## config.mk

```make
export PLATFORM = sky130hd
export DESIGN_NAME = mskkey_bank_flat
export DESIGN_NICKNAME = d
export VERILOG_FILES = /design/src/rtl/mskkey_bank_if.sv /design/src/rtl/mskkey_bank.sv /design/src/flat_wrapper.sv
export SDC_FILE = /design/constraint.sdc
export NUM_CORES = 1
export LEC_CHECK = 0
export CAP_MARGIN = 20
export CELL_PAD_IN_SITES_DETAIL_PLACEMENT = 1
export CELL_PAD_IN_SITES_GLOBAL_PLACEMENT = 2
export CORE_ASPECT_RATIO = 0.75
export CORE_UTILIZATION = 46
export CTS_BUF_LIST = sky130_fd_sc_hd__clkbuf_2 sky130_fd_sc_hd__clkbuf_4 sky130_fd_sc_hd__clkbuf_8
export DETAILED_ROUTE_END_ITERATION = 16
export GPL_ROUTABILITY_DRIVEN = 0
export PLACE_DENSITY = 0.91
export SYNTH_ARGS = -nofsm -noshare
export SYNTH_HDL_FRONTEND = slang
export SYNTH_SLANG_ARGS = --single-unit
```

## constraint.sdc

```tcl
create_clock -name clk -period 26.5 [get_ports clk]
set_clock_uncertainty 0.2 [all_clocks]
set_input_delay 5.3 -clock clk [delete_from_list [all_inputs] [get_ports clk]]
set_output_delay 5.3 -clock clk [all_outputs]
set_load 0.01 [all_outputs]
```

## src/rtl/mskkey_bank_if.sv

```systemverilog
`default_nettype none
// ============================================================================
//  Module      : mskkey_bank_if
//  Description : Bus bundle for the masked key bank: load, refresh, randomness
//                and read channels. The master side drives requests, and the
//                slave side (the bank) returns status and key shares.
//  Revision    : 1.0 - initial release
// ============================================================================
interface mskkey_bank_if #(
    parameter int d         = 2,
    parameter int Nbits     = 128,
    parameter int FEED_SIZE = 32,
    parameter int NSLOTS    = 4
);
    localparam int SW = (NSLOTS > 1) ? $clog2(NSLOTS) : 1;

    logic                   load_start;
    logic [SW-1:0]          load_slot;
    logic [FEED_SIZE-1:0]   data_in;
    logic                   data_in_valid;
    logic                   data_in_ready;
    logic                   load_done;
    logic                   refresh_req;
    logic [SW-1:0]          refresh_slot;
    logic                   refresh_done;
    logic [(d-1)*Nbits-1:0] rnd;
    logic                   rnd_valid;
    logic                   rnd_ready;
    logic [SW-1:0]          rd_slot;
    logic                   key_used;
    logic [d*Nbits-1:0]     sharing_key;
    logic                   key_valid;
    logic                   busy;

    modport master (
        output load_start, load_slot, data_in, data_in_valid,
        output refresh_req, refresh_slot, rnd, rnd_valid, rd_slot, key_used,
        input  data_in_ready, load_done, refresh_done, rnd_ready,
        input  sharing_key, key_valid, busy
    );

    modport slave (
        input  load_start, load_slot, data_in, data_in_valid,
        input  refresh_req, refresh_slot, rnd, rnd_valid, rd_slot, key_used,
        output data_in_ready, load_done, refresh_done, rnd_ready,
        output sharing_key, key_valid, busy
    );
endinterface
`default_nettype wire

```

## src/rtl/mskkey_bank.sv

```systemverilog
`default_nettype none
// ============================================================================
//  Module      : mskkey_bank
//  Description : Bank of NSLOTS masked (d-share) keys. Keys are loaded in
//                FEED_SIZE chunks as a share-major sharing and can be
//                re-randomised by XOR with a fresh zero sharing. Reads are
//                presented bit-interleaved (share i of bit b at d*b+i).
//                Optional macro MSKKEY_AUTO_REFRESH_EN adds per-slot use
//                counters that trigger a refresh every RFRSH_PERIOD uses.
//  Revision    : 1.0 - initial release
// ============================================================================
module mskkey_bank #(
    parameter int d            = 2,
    parameter int Nbits        = 128,
    parameter int FEED_SIZE    = 32,
    parameter int NSLOTS       = 4,
    parameter int RFRSH_PERIOD = 16
) (
    input  logic         clk,
    input  logic         rst,
    mskkey_bank_if.slave bus
);
    localparam int W      = d * Nbits;
    localparam int NCHUNK = W / FEED_SIZE;
    localparam int SW     = (NSLOTS > 1) ? $clog2(NSLOTS) : 1;
    localparam int CW     = (NCHUNK > 1) ? $clog2(NCHUNK) : 1;

    typedef enum logic [1:0] {
        IDLE     = 2'd0,
        LOAD     = 2'd1,
        RND_WAIT = 2'd2,
        APPLY    = 2'd3
    } state_t;

    state_t              r_state;
    logic [SW-1:0]       r_tgt;
    logic [CW-1:0]       r_chunk;
    logic [NSLOTS-1:0]   r_valid;
    logic                r_load_done;
    logic                r_refresh_done;
    logic                r_din_ready;
    logic                r_rnd_ready;

    // Key storage and zero sharing are deliberately left unreset: the valid
    // flags mask their contents until a complete load has happened.
    logic [W-1:0]        r_slot [NSLOTS];
    logic [W-1:0]        r_zs;

    logic [W-1:0]        w_zs;
    logic [Nbits-1:0]    w_zs_sum;
    logic [W-1:0]        w_rd_word;
    logic [W-1:0]        w_sharing;
    logic                w_busy;
    logic                w_start_load;
    logic                w_start_rfsh;
    logic [SW-1:0]       w_rfsh_slot;
    logic                w_auto_req;
    logic [SW-1:0]       w_auto_slot;
    logic                w_load_acc;

    assign w_busy     = (r_state != IDLE);
    assign w_load_acc = (r_state == LOAD) && bus.data_in_valid;

    // Decode which operation (if any) starts this cycle; load beats refresh,
    // an external refresh beats an automatic one, invalid slots are ignored.
    always_comb begin
        w_start_load = (r_state == IDLE) && bus.load_start;
        w_rfsh_slot  = bus.refresh_req ? bus.refresh_slot : w_auto_slot;
        w_start_rfsh = (r_state == IDLE) && !bus.load_start &&
                       (bus.refresh_req ? r_valid[bus.refresh_slot] : w_auto_req);
    end

    // Control FSM with registered handshake and completion outputs.
    always_ff @(posedge clk) begin
        if (!rst) begin
            r_state        <= IDLE;
            r_tgt          <= '0;
            r_chunk        <= '0;
            r_valid        <= '0;
            r_load_done    <= 1'b0;
            r_refresh_done <= 1'b0;
            r_din_ready    <= 1'b0;
            r_rnd_ready    <= 1'b0;
        end else begin
            r_load_done    <= 1'b0;
            r_refresh_done <= 1'b0;
            case (r_state)
                IDLE: begin
                    if (w_start_load) begin
                        r_state                <= LOAD;
                        r_tgt                  <= bus.load_slot;
                        r_chunk                <= '0;
                        r_valid[bus.load_slot] <= 1'b0;
                        r_din_ready            <= 1'b1;
                    end else if (w_start_rfsh) begin
                        r_state     <= RND_WAIT;
                        r_tgt       <= w_rfsh_slot;
                        r_rnd_ready <= 1'b1;
                    end
                end
                LOAD: begin
                    if (bus.data_in_valid) begin
                        if (r_chunk == CW'(NCHUNK - 1)) begin
                            r_state        <= IDLE;
                            r_din_ready    <= 1'b0;
                            r_load_done    <= 1'b1;
                            r_valid[r_tgt] <= 1'b1;
                        end else begin
                            r_chunk <= r_chunk + CW'(1);
                        end
                    end
                end
                RND_WAIT: begin
                    if (bus.rnd_valid) begin
                        r_state     <= APPLY;
                        r_rnd_ready <= 1'b0;
                    end
                end
                APPLY: begin
                    r_state        <= IDLE;
                    r_refresh_done <= 1'b1;
                end
                default: r_state <= IDLE;
            endcase
        end
    end

    // Zero sharing from fresh randomness: shares 1..d-1 are the random
    // chunks and share 0 their XOR, so all shares together XOR to zero.
    always_comb begin
        w_zs     = '0;
        w_zs_sum = '0;
        for (int i = 1; i < d; i++) begin
            w_zs[i*Nbits +: Nbits] = bus.rnd[(i-1)*Nbits +: Nbits];
            w_zs_sum               = w_zs_sum ^ bus.rnd[(i-1)*Nbits +: Nbits];
        end
        w_zs[Nbits-1:0] = w_zs_sum;
    end

    // Key datapath: shift in load chunks at the MSB, capture and apply masks.
    always_ff @(posedge clk) begin
        if (rst) begin
            if (w_load_acc) begin
                r_slot[r_tgt] <= {bus.data_in, r_slot[r_tgt][W-1:FEED_SIZE]};
            end else if (r_state == APPLY) begin
                r_slot[r_tgt] <= r_slot[r_tgt] ^ r_zs;
            end
            if ((r_state == RND_WAIT) && bus.rnd_valid) begin
                r_zs <= w_zs;
            end
        end
    end

    // Convert the share-major slot word into the bit-interleaved read format.
    always_comb begin
        w_rd_word = r_slot[bus.rd_slot];
        w_sharing = '0;
        for (int b = 0; b < Nbits; b++) begin
            for (int i = 0; i < d; i++) begin
                w_sharing[d*b+i] = w_rd_word[i*Nbits+b];
            end
        end
    end

    assign bus.sharing_key   = w_sharing;
    assign bus.key_valid     = r_valid[bus.rd_slot] & ~(w_busy & (r_tgt == bus.rd_slot));
    assign bus.busy          = w_busy;
    assign bus.data_in_ready = r_din_ready;
    assign bus.rnd_ready     = r_rnd_ready;
    assign bus.load_done     = r_load_done;
    assign bus.refresh_done  = r_refresh_done;

`ifdef MSKKEY_AUTO_REFRESH_EN
    localparam int UW = (RFRSH_PERIOD > 1) ? $clog2(RFRSH_PERIOD) : 1;

    logic [UW-1:0]     r_use_cnt [NSLOTS];
    logic [NSLOTS-1:0] r_auto_pend;

    // Pick the lowest-numbered valid slot with a pending automatic refresh.
    always_comb begin
        w_auto_req  = 1'b0;
        w_auto_slot = '0;
        for (int s = NSLOTS - 1; s >= 0; s--) begin
            if (r_auto_pend[s] && r_valid[s]) begin
                w_auto_req  = 1'b1;
                w_auto_slot = SW'(s);
            end
        end
    end

    // Per-slot use counters; the last use of a period raises a pending
    // refresh, and starting a load or refresh of the slot restarts it.
    always_ff @(posedge clk) begin
        if (!rst) begin
            for (int s = 0; s < NSLOTS; s++) begin
                r_use_cnt[s]   <= '0;
                r_auto_pend[s] <= 1'b0;
            end
        end else begin
            for (int s = 0; s < NSLOTS; s++) begin
                if ((w_start_load && (bus.load_slot == SW'(s))) ||
                    (w_start_rfsh && (w_rfsh_slot == SW'(s)))) begin
                    r_use_cnt[s]   <= '0;
                    r_auto_pend[s] <= 1'b0;
                end else if (bus.key_used && (bus.rd_slot == SW'(s))) begin
                    if (r_use_cnt[s] == UW'(RFRSH_PERIOD - 1)) begin
                        r_use_cnt[s]   <= '0;
                        r_auto_pend[s] <= 1'b1;
                    end else begin
                        r_use_cnt[s] <= r_use_cnt[s] + UW'(1);
                    end
                end
            end
        end
    end
`else
    logic        w_unused_key_used;
    logic [31:0] w_unused_period;

    assign w_auto_req        = 1'b0;
    assign w_auto_slot       = '0;
    assign w_unused_key_used = bus.key_used;
    assign w_unused_period   = RFRSH_PERIOD;
`endif

endmodule
`default_nettype wire

```

## src/flat_wrapper.sv

```systemverilog
// flat-port wrapper written by rule: the top's interface ports become plain ports
module mskkey_bank_flat 
#(
    parameter int d            = 2,
    parameter int Nbits        = 128,
    parameter int FEED_SIZE    = 32,
    parameter int NSLOTS       = 4,
    parameter int RFRSH_PERIOD = 16
)
  (clk, rst, bus_load_start, bus_load_slot, bus_data_in, bus_data_in_valid, bus_refresh_req, bus_refresh_slot, bus_rnd, bus_rnd_valid, bus_rd_slot, bus_key_used, bus_data_in_ready, bus_load_done, bus_refresh_done, bus_rnd_ready, bus_sharing_key, bus_key_valid, bus_busy);
  mskkey_bank_if #(.d(d), .Nbits(Nbits), .FEED_SIZE(FEED_SIZE), .NSLOTS(NSLOTS)) bus_i ();
  input  logic clk;
  input  logic rst;
  input wire logic [$bits(bus_i.load_start)-1:0] bus_load_start;
  input wire logic [$bits(bus_i.load_slot)-1:0] bus_load_slot;
  input wire logic [$bits(bus_i.data_in)-1:0] bus_data_in;
  input wire logic [$bits(bus_i.data_in_valid)-1:0] bus_data_in_valid;
  input wire logic [$bits(bus_i.refresh_req)-1:0] bus_refresh_req;
  input wire logic [$bits(bus_i.refresh_slot)-1:0] bus_refresh_slot;
  input wire logic [$bits(bus_i.rnd)-1:0] bus_rnd;
  input wire logic [$bits(bus_i.rnd_valid)-1:0] bus_rnd_valid;
  input wire logic [$bits(bus_i.rd_slot)-1:0] bus_rd_slot;
  input wire logic [$bits(bus_i.key_used)-1:0] bus_key_used;
  output wire logic [$bits(bus_i.data_in_ready)-1:0] bus_data_in_ready;
  output wire logic [$bits(bus_i.load_done)-1:0] bus_load_done;
  output wire logic [$bits(bus_i.refresh_done)-1:0] bus_refresh_done;
  output wire logic [$bits(bus_i.rnd_ready)-1:0] bus_rnd_ready;
  output wire logic [$bits(bus_i.sharing_key)-1:0] bus_sharing_key;
  output wire logic [$bits(bus_i.key_valid)-1:0] bus_key_valid;
  output wire logic [$bits(bus_i.busy)-1:0] bus_busy;
  assign bus_i.load_start = bus_load_start;
  assign bus_i.load_slot = bus_load_slot;
  assign bus_i.data_in = bus_data_in;
  assign bus_i.data_in_valid = bus_data_in_valid;
  assign bus_i.refresh_req = bus_refresh_req;
  assign bus_i.refresh_slot = bus_refresh_slot;
  assign bus_i.rnd = bus_rnd;
  assign bus_i.rnd_valid = bus_rnd_valid;
  assign bus_i.rd_slot = bus_rd_slot;
  assign bus_i.key_used = bus_key_used;
  assign bus_data_in_ready = bus_i.data_in_ready;
  assign bus_load_done = bus_i.load_done;
  assign bus_refresh_done = bus_i.refresh_done;
  assign bus_rnd_ready = bus_i.rnd_ready;
  assign bus_sharing_key = bus_i.sharing_key;
  assign bus_key_valid = bus_i.key_valid;
  assign bus_busy = bus_i.busy;
  mskkey_bank #(.d(d), .Nbits(Nbits), .FEED_SIZE(FEED_SIZE), .NSLOTS(NSLOTS), .RFRSH_PERIOD(RFRSH_PERIOD)) u_core (.clk(clk), .rst(rst), .bus(bus_i));
endmodule
```

run_1/power_grid.png
The bar under the picture is 100 µm long. Pins as bars on the die edge.
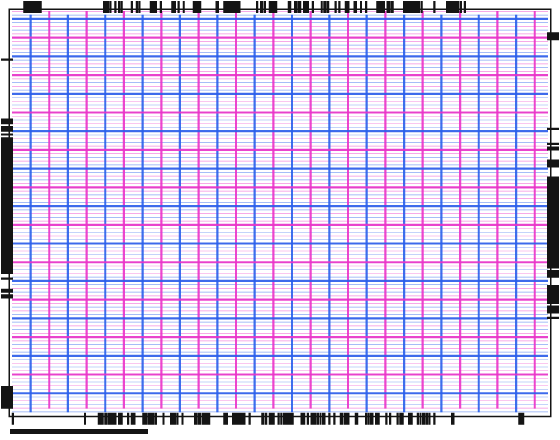
colour	net
blue	VSS
magenta	VDD
met5 straps	21
rows	107
signal pins	435
core area: 0.113 mm²
Die Wd: 392 µm
Max VDD drop: 0.0460 mV

run_1/placement_by_type.png
The bar under the picture is 100 µm long.
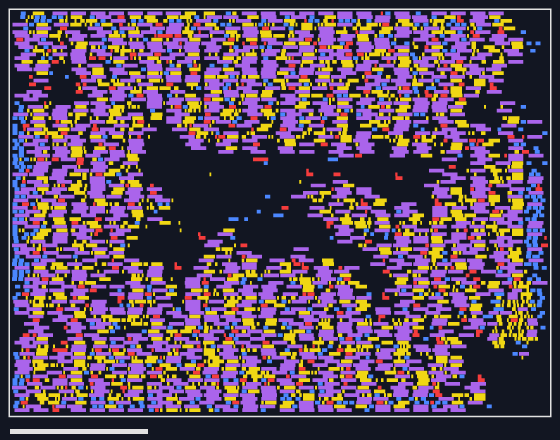
colour	class	cells	share of their area
purple	sequential cells	1,169	59%
red	clock drivers and dummy loads	332	5.9%
blue	remaining buffers and delay cells	467	7.9%
yellow	combinational and other logic	1,352	28%
sequential cell area share: 0.567
site row count: 107

run_1/clk_routes.png
The bar under the picture is 100 µm long.
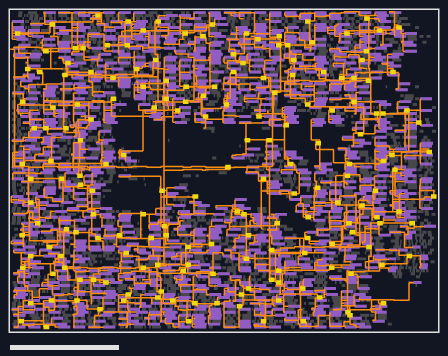
[orange] clock wires | length: 16,000 µm
[purple] flip-flops | count: 1,169
[yellow] clock drivers | count: 184
routed clock nets	185
flops lie	widely spread
Clk pwr share: 0.378
Clk power: 1.52 mW
latest clock arrival within the worst-skew pair: 0.91 ns

run_1/wires.png
Only two layers are drawn.
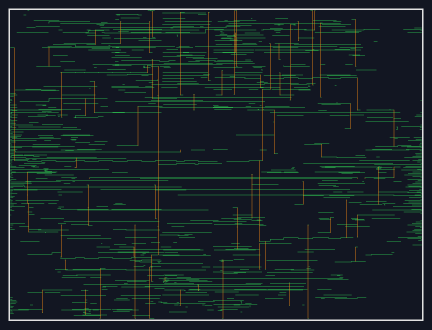
colour	layer	wire length
green	metal 3	16,500 µm
orange	metal 4	2,500 µm
Vias: 29,500
per-cell routed wire length: 31.0 µm
routed wire length: 150 mm
gr usage total: 0.261

==> impl_metrics.json, run 1 <==
{
  "outcome": "complete, no violations",
  "antenna_found_initial": 16,
  "grt_overflow": 0,
  "hold_start": "u_core.bus.data_in_ready",
  "async_flop_share": 0,
  "avgSynthCellArea_um2": 19.5,
  "worstPathArrival_ns": 9.37,
  "syn_area_mm2": 0.0526,
  "firstDrtPassIters": 7,
  "hold_path.class": "flop to flop",
  "synth.cellmix.simpleShare": 0.0217,
  "ys.flops": 1169,
  "hold_end": "u_core.bus.data_in_ready",
  "area_leaders": "edfxtp_1 66%, mux4_2 22%, xnor2_1 4.3%, o21ai_1 2.2%, nand2_1 1.9%",
  "crit_fanout": 68,
  "fill_cells": 10200,
  "clk_pin_slew_ns": 0.06,
  "grt_use_met1": 0.400,
  "setup_tns_ns": 0,
  "layout_min_cycle_time_ns": 14.87,
  "fp_util": 0.464,
  "ys_seq_share": 0.664,
  "rsz0062_at_grt": "false",
  "wl_met2_mm": 66.5,
  "xor_share": 0.0430,
  "drv_slew": 0,
  "multiInputGateArea_mm2": 0.0165,
  "yosysUniqueCellTypes": 37,
  "rr_endpoint": "u_core.r_slot[3][42]",
  "regMostFlops": "u_core.r_slot",
  "fin_nets": 3349,
  "hold_depth": 2,
  "final_cell_mix": "1,152 x edfxtp_1, 514 x mux4_2, 431 x clkdlybuf4s50_1",
  "edf_count": 1152,
  "endpoint_kind": "primary output",
  "period_used_share": 0.561,
  "drc": 0,
  "grt_max_degree": 195,
  "grt_pass1_vias": 30600,
  "clockRootBuffer": "clkbuf_8",
  "relSlewSlack": 0.249,
  "cts_max_level": 4,
  "wl_met3_mm": 16.5,
  "synthAdderAreaFrac": 0.000476,
  "port_buffers": 433,
  "ff_type": "edfxtp_1",
  "cp.required_ns": 21.00,
  "holdBufCountCts": 0,
  "drtIter0Drc": 3448,
  "syn-num-nets": 2871,
  "use_met3": 0.0748,
  "cts-buffers-inserted": 184,
  "crit_path_start": "bus_rd_slot[0]",
  "worst_slew_pin_slew_ns": 1.13,
  "place_ws_ns": 11.41,
  "drive_gt1_frac": 0.256,
  "yosysWarnings": 0,
  "clockBufferDepth": 3,
  "top_regs": "u_core.r_slot: 1024 flops, u_core.r_zs: 128 flops, u_core.r_valid: 4 flops",
  "viasPerCell": 6.09,
  "reg2reg_depth": 6,
  "endpoint": "bus_sharing_key[170]",
  "seqCellArea_mm2": 0.0349,
  "start_kind": "primary input",
  "synth.area.mux_share": 0.221,
  "grt_pass1_wl_mm": 216,
  "wl_met1_mm": 64.9,
  "hold_viol": 0,
  "highest_layer": "met5",
  "dp_hpwl_mm": 95.7,
  "cts.sinks": 1169,
  "pin_count": 435,
  "ctsResizeCount": 0,
  "fmax_mhz": 67.2,
  "area_growth_pct": 17.2,
  "grt.busiest_layer": "met1",
  "final.setup.worst_slack_ns": 11.63,
  "top_area_frac": 0.658,
  "power_density_mw_per_mm2": 65.3,
  "cts_tree": "yes",
  "yosysCellCount": 2696,
  "ant_nets": 0,
  "chip_area_mm2": 0.116,
  "cts_setup_buffers": 0,
  "grt_use_met2": 0.367,
  "aoi_share": 0.0269,
  "lay_top_count": "edfxtp_1",
  "r2r_slack_ns": 21.68,
  "crit_type": "primary input to primary output",
  "synth_cells": 2696,
  "tool_warnings": 48,
  "setup_viol": 0,
  "logic_family": "multiplexers",
  "largest_reg_flops": 1024,
  "p_leak_nw": 19.4,
  "yosys_area_mm2": 0.0526,
  "maxCapViolations": 0,
  "largest_area_cell": "edfxtp_1"
}
-- run 1: area by class of cell --
type	count	area share
Sequential cell	1169	0.567
Multi-Input combinational cell	1345	0.268
Timing Repair Buffer	467	0.0763
Clock buffer	258	0.0503
Tap cell	1526	0.0310
Clock inverter	74	0.00733
Inverter	7	0.000426
Antenna cell	5	0.000203
-- run 1: stage by stage --
step | util | cell area [µm²] | power (mW) | hold WS (ns) | cells
final | 0.544 | 61600 | 4.02 | 0.271 | 4851
after CTS | 0.543 | 61600 | 4.06 | 0.274 | 4846
after floorplan | - | 52600 | 2.38 | 0.261 | 2696
after global routing | 0.543 | 61600 | 4.15 | 0.282 | 4849
after global placement | 0.512 | 58100 | 2.52 | 0.249 | 4514
after detailed placement | 0.512 | 58100 | 2.54 | 0.267 | 4514
-- run 1: cell families after synthesis --
logic type	after synthesis
AOI/OAI and AO/OA	277
and+or+nand+nor	290
buffers and inverters	182
muxes	518
xor gates and xnor gates	258
DFF	1169
adders and majority gates	2
-- run 1: synth_stat cells, drive strengths merged (3+ instances only) --
master and n:
edfxtp 1152, mux4 514, nand2 261, o21ai 260, xnor2 256, buf 107
clkbuf 68, dfxtp 17, nor2 8, nor3 8, inv 7, a21oi 6
mux2i 4, a31oi 3, nand3 3
-- run 1: critical path: stages --
cell and delay (ns):
buf_8 0.59, buf_4 0.59, buf_4 0.74, buf_4 0.81
mux4_2 0.61, clkdlybuf4s50_1 0.58
-- run 1: where the power goes --
group | leakage (nW) | switching, mW | internal [mW]
Combinational | 7.01 | 0.231 | 0.198
Clock | 1.88 | 0.734 | 0.786
Sequential | 10.5 | 0.0109 | 2.06
run_1/placement.png
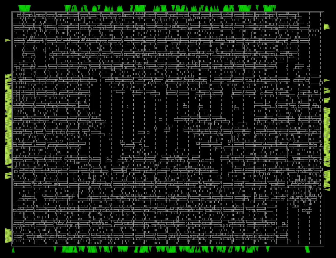

==> run 2: changes to the inputs <==
clock period = 15.2 ns   (was 26.5 ns; I/O delays follow)
run_2/placement.png
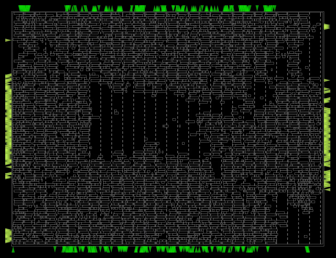
post-route core utilization: 0.544
Fillers: 10,200
FFs & Latches: 1,169
Tapcells: 1,526
Final Instance Count excl. Fillers: 4,861

==> impl_metrics.json, run 2 <==
{
  "p_leak_nw": 19.4,
  "edf_count": 1152,
  "yosysWarnings": 0,
  "ant_nets": 0,
  "chip_area_mm2": 0.116,
  "fin_area_mm2": 0.0616,
  "port_buffers": 433,
  "worstPathArrival_ns": 6.43,
  "seqCellArea_mm2": 0.0349,
  "syn-num-nets": 2871,
  "core_mm2": 0.113,
  "grt_pass1_wl_mm": 213,
  "fp.dieH_um": 295,
  "firstDrtPassIters": 7,
  "yosys-top-cells-count": "1,152 x edfxtp_1, 514 x mux4_2, 261 x nand2_1",
  "cts_setup_buffers": 0,
  "layout_min_cycle_time_ns": 9.67,
  "power_density_mw_per_mm2": 113,
  "lay_top_count": "edfxtp_1",
  "track_usage": 0.258,
  "avgSynthCellArea_um2": 19.5,
  "cts-buffers-inserted": 186,
  "setup_viol": 0,
  "crit_type": "primary input to primary output",
  "async_flop_share": 0,
  "grt_max_degree": 173,
  "comb_power_share": 0.107,
  "drtIter0Drc": 2840,
  "yosys_area_mm2": 0.0526,
  "drive_gt1_frac": 0.256,
  "totalPowerFinal_mw": 6.97,
  "holdBufCountCts": 0,
  "setup_tns_ns": 0,
  "ff_type": "edfxtp_1",
  "fin_nets": 3353,
  "clkPwrFrac": 0.374,
  "ctsResizeCount": 0,
  "worst_slew_pin_slew_ns": 1.13,
  "worst_skew_pair.late_latency_ns": 0.93,
  "placed_area_mm2": 0.0581,
  "pin_count": 435,
  "crit_path_start": "bus_rd_slot[0]",
  "grt_overflow": 0,
  "fp_util": 0.464,
  "top_regs": "u_core.r_slot: 1024 flops, u_core.r_zs: 128 flops, u_core.r_valid: 4 flops",
  "start_kind": "primary input",
  "clockBufferDepth": 3,
  "worst_path_most_repeated_cell": "buf_4",
  "dr_total_vias": 29300,
  "row_count": 107,
  "clk-power_mw": 2.60,
  "power_leader": "sequential cells",
  "yosysMostFrequentCell": "edfxtp_1",
  "cts.sinks": 1169,
  "relSlewSlack": 0.250,
  "cts_tree": "yes",
  "grt_pass1_vias": 30600,
  "syn_area_mm2": 0.0526,
  "hold_start": "u_core.bus.data_in_ready",
  "wire_per_inst_um": 30.7,
  "viasPerCell": 6.02,
  "multiInputGateArea_mm2": 0.0165,
  "crit_slowest_cell": "buf_4",
  "endpoint_kind": "primary output",
  "yosysUniqueCellTypes": 37,
  "antenna_found_initial": 19,
  "area_growth_pct": 17.2,
  "hold_path.class": "flop to flop",
  "crit_fanout": 48,
  "crit_chain": "buf_8 > buf_4 > buf_4 > mux4_2 > clkdlybuf4s50_1",
  "cp.required_ns": 11.96,
  "final_cell_mix": "1,152 x edfxtp_1, 514 x mux4_2, 431 x clkdlybuf4s50_1",
  "comb_cell_power_mw": 0.747,
  "place_inst": 4516,
  "fmax_mhz": 103,
  "regMostFlops": "u_core.r_slot",
  "clockRootBuffer": "clkbuf_8",
  "outcome": "complete, no violations",
  "largest_area_cell": "edfxtp_1",
  "netSwitchingFraction": 0.244,
  "clk_pin_slew_ns": 0.05,
  "largest_reg_flops": 1024,
  "tool_warnings": 53,
  "ir_worst_vdd_mv": 0.0741,
  "internal-power_mw": 5.27,
  "die_w_um": 392
}
run 2: cell types whose count changed in the layout (fill, tap and decap cells not counted), moves of 2 or more:
cell / delta
inv_6: -4
clkbuf_4: -13
diode_2: +8
clkbuf_8: +4
clkinv_8: +2
bufinv_16: -2
clkinv_1: +3
clkinv_2: +10
run 2: layer usage:
layer  up-vias  GRT usage  wire, µm
met5         -          0        27
met3       198     0.0737     14700
met1     15600      0.392     65100
li1      12100          -         -
met2      1321      0.362     66000
met4         4     0.0751      3230
run 2: layout make-up:
cell class                 instances  share of cell area
antenna                           13            0.000528
clock buffer                     249              0.0496
clock inverter                    83             0.00725
inverter                           7            0.000426
multi-input combinational       1345               0.268
sequential                      1169               0.567
tap                             1526              0.0310
timing repair buffer             469              0.0767
run 2: path summary, 6_finish.rpt:
path / endpoint / slack [ns] / depth (start not counted)
worst min-delay path: u_core.bus.data_in_ready / 0.27 / 2
worst min register to register: u_core.bus.data_in_ready / 0.27 / 2
worst max register to register: u_core.r_slot[0][39] / 10.10 / 6
worst max-delay path: bus_sharing_key[170] / 5.53 / 5
run 2: critical path: cells and delay by family:
| family | cells | cell delay [ns] |
|---|---|---|
| buffers and inverters | 4 | 2.61 |
| multiplexers | 1 | 0.61 |
run 2: kinds of logic after synthesis:
logic type	share of synthesized area
DFF	0.664
buffers and inverters	0.0228
and+or+nand+nor	0.0217
AOI/OAI and AO/OA	0.0269
muxes	0.221
xor gates and xnor gates	0.0430
adders and majority gates	0.000476
run 2: stage by stage:
stage                     hold slack (ns)  setup WS, ns
after floorplan                     0.261         -6.77
after global placement              0.250          5.41
after detailed placement            0.269          5.40
after CTS                           0.277          5.41
after global routing                0.322          5.24
final                               0.267          5.53
Power is estimated from default activity; no workload was simulated.
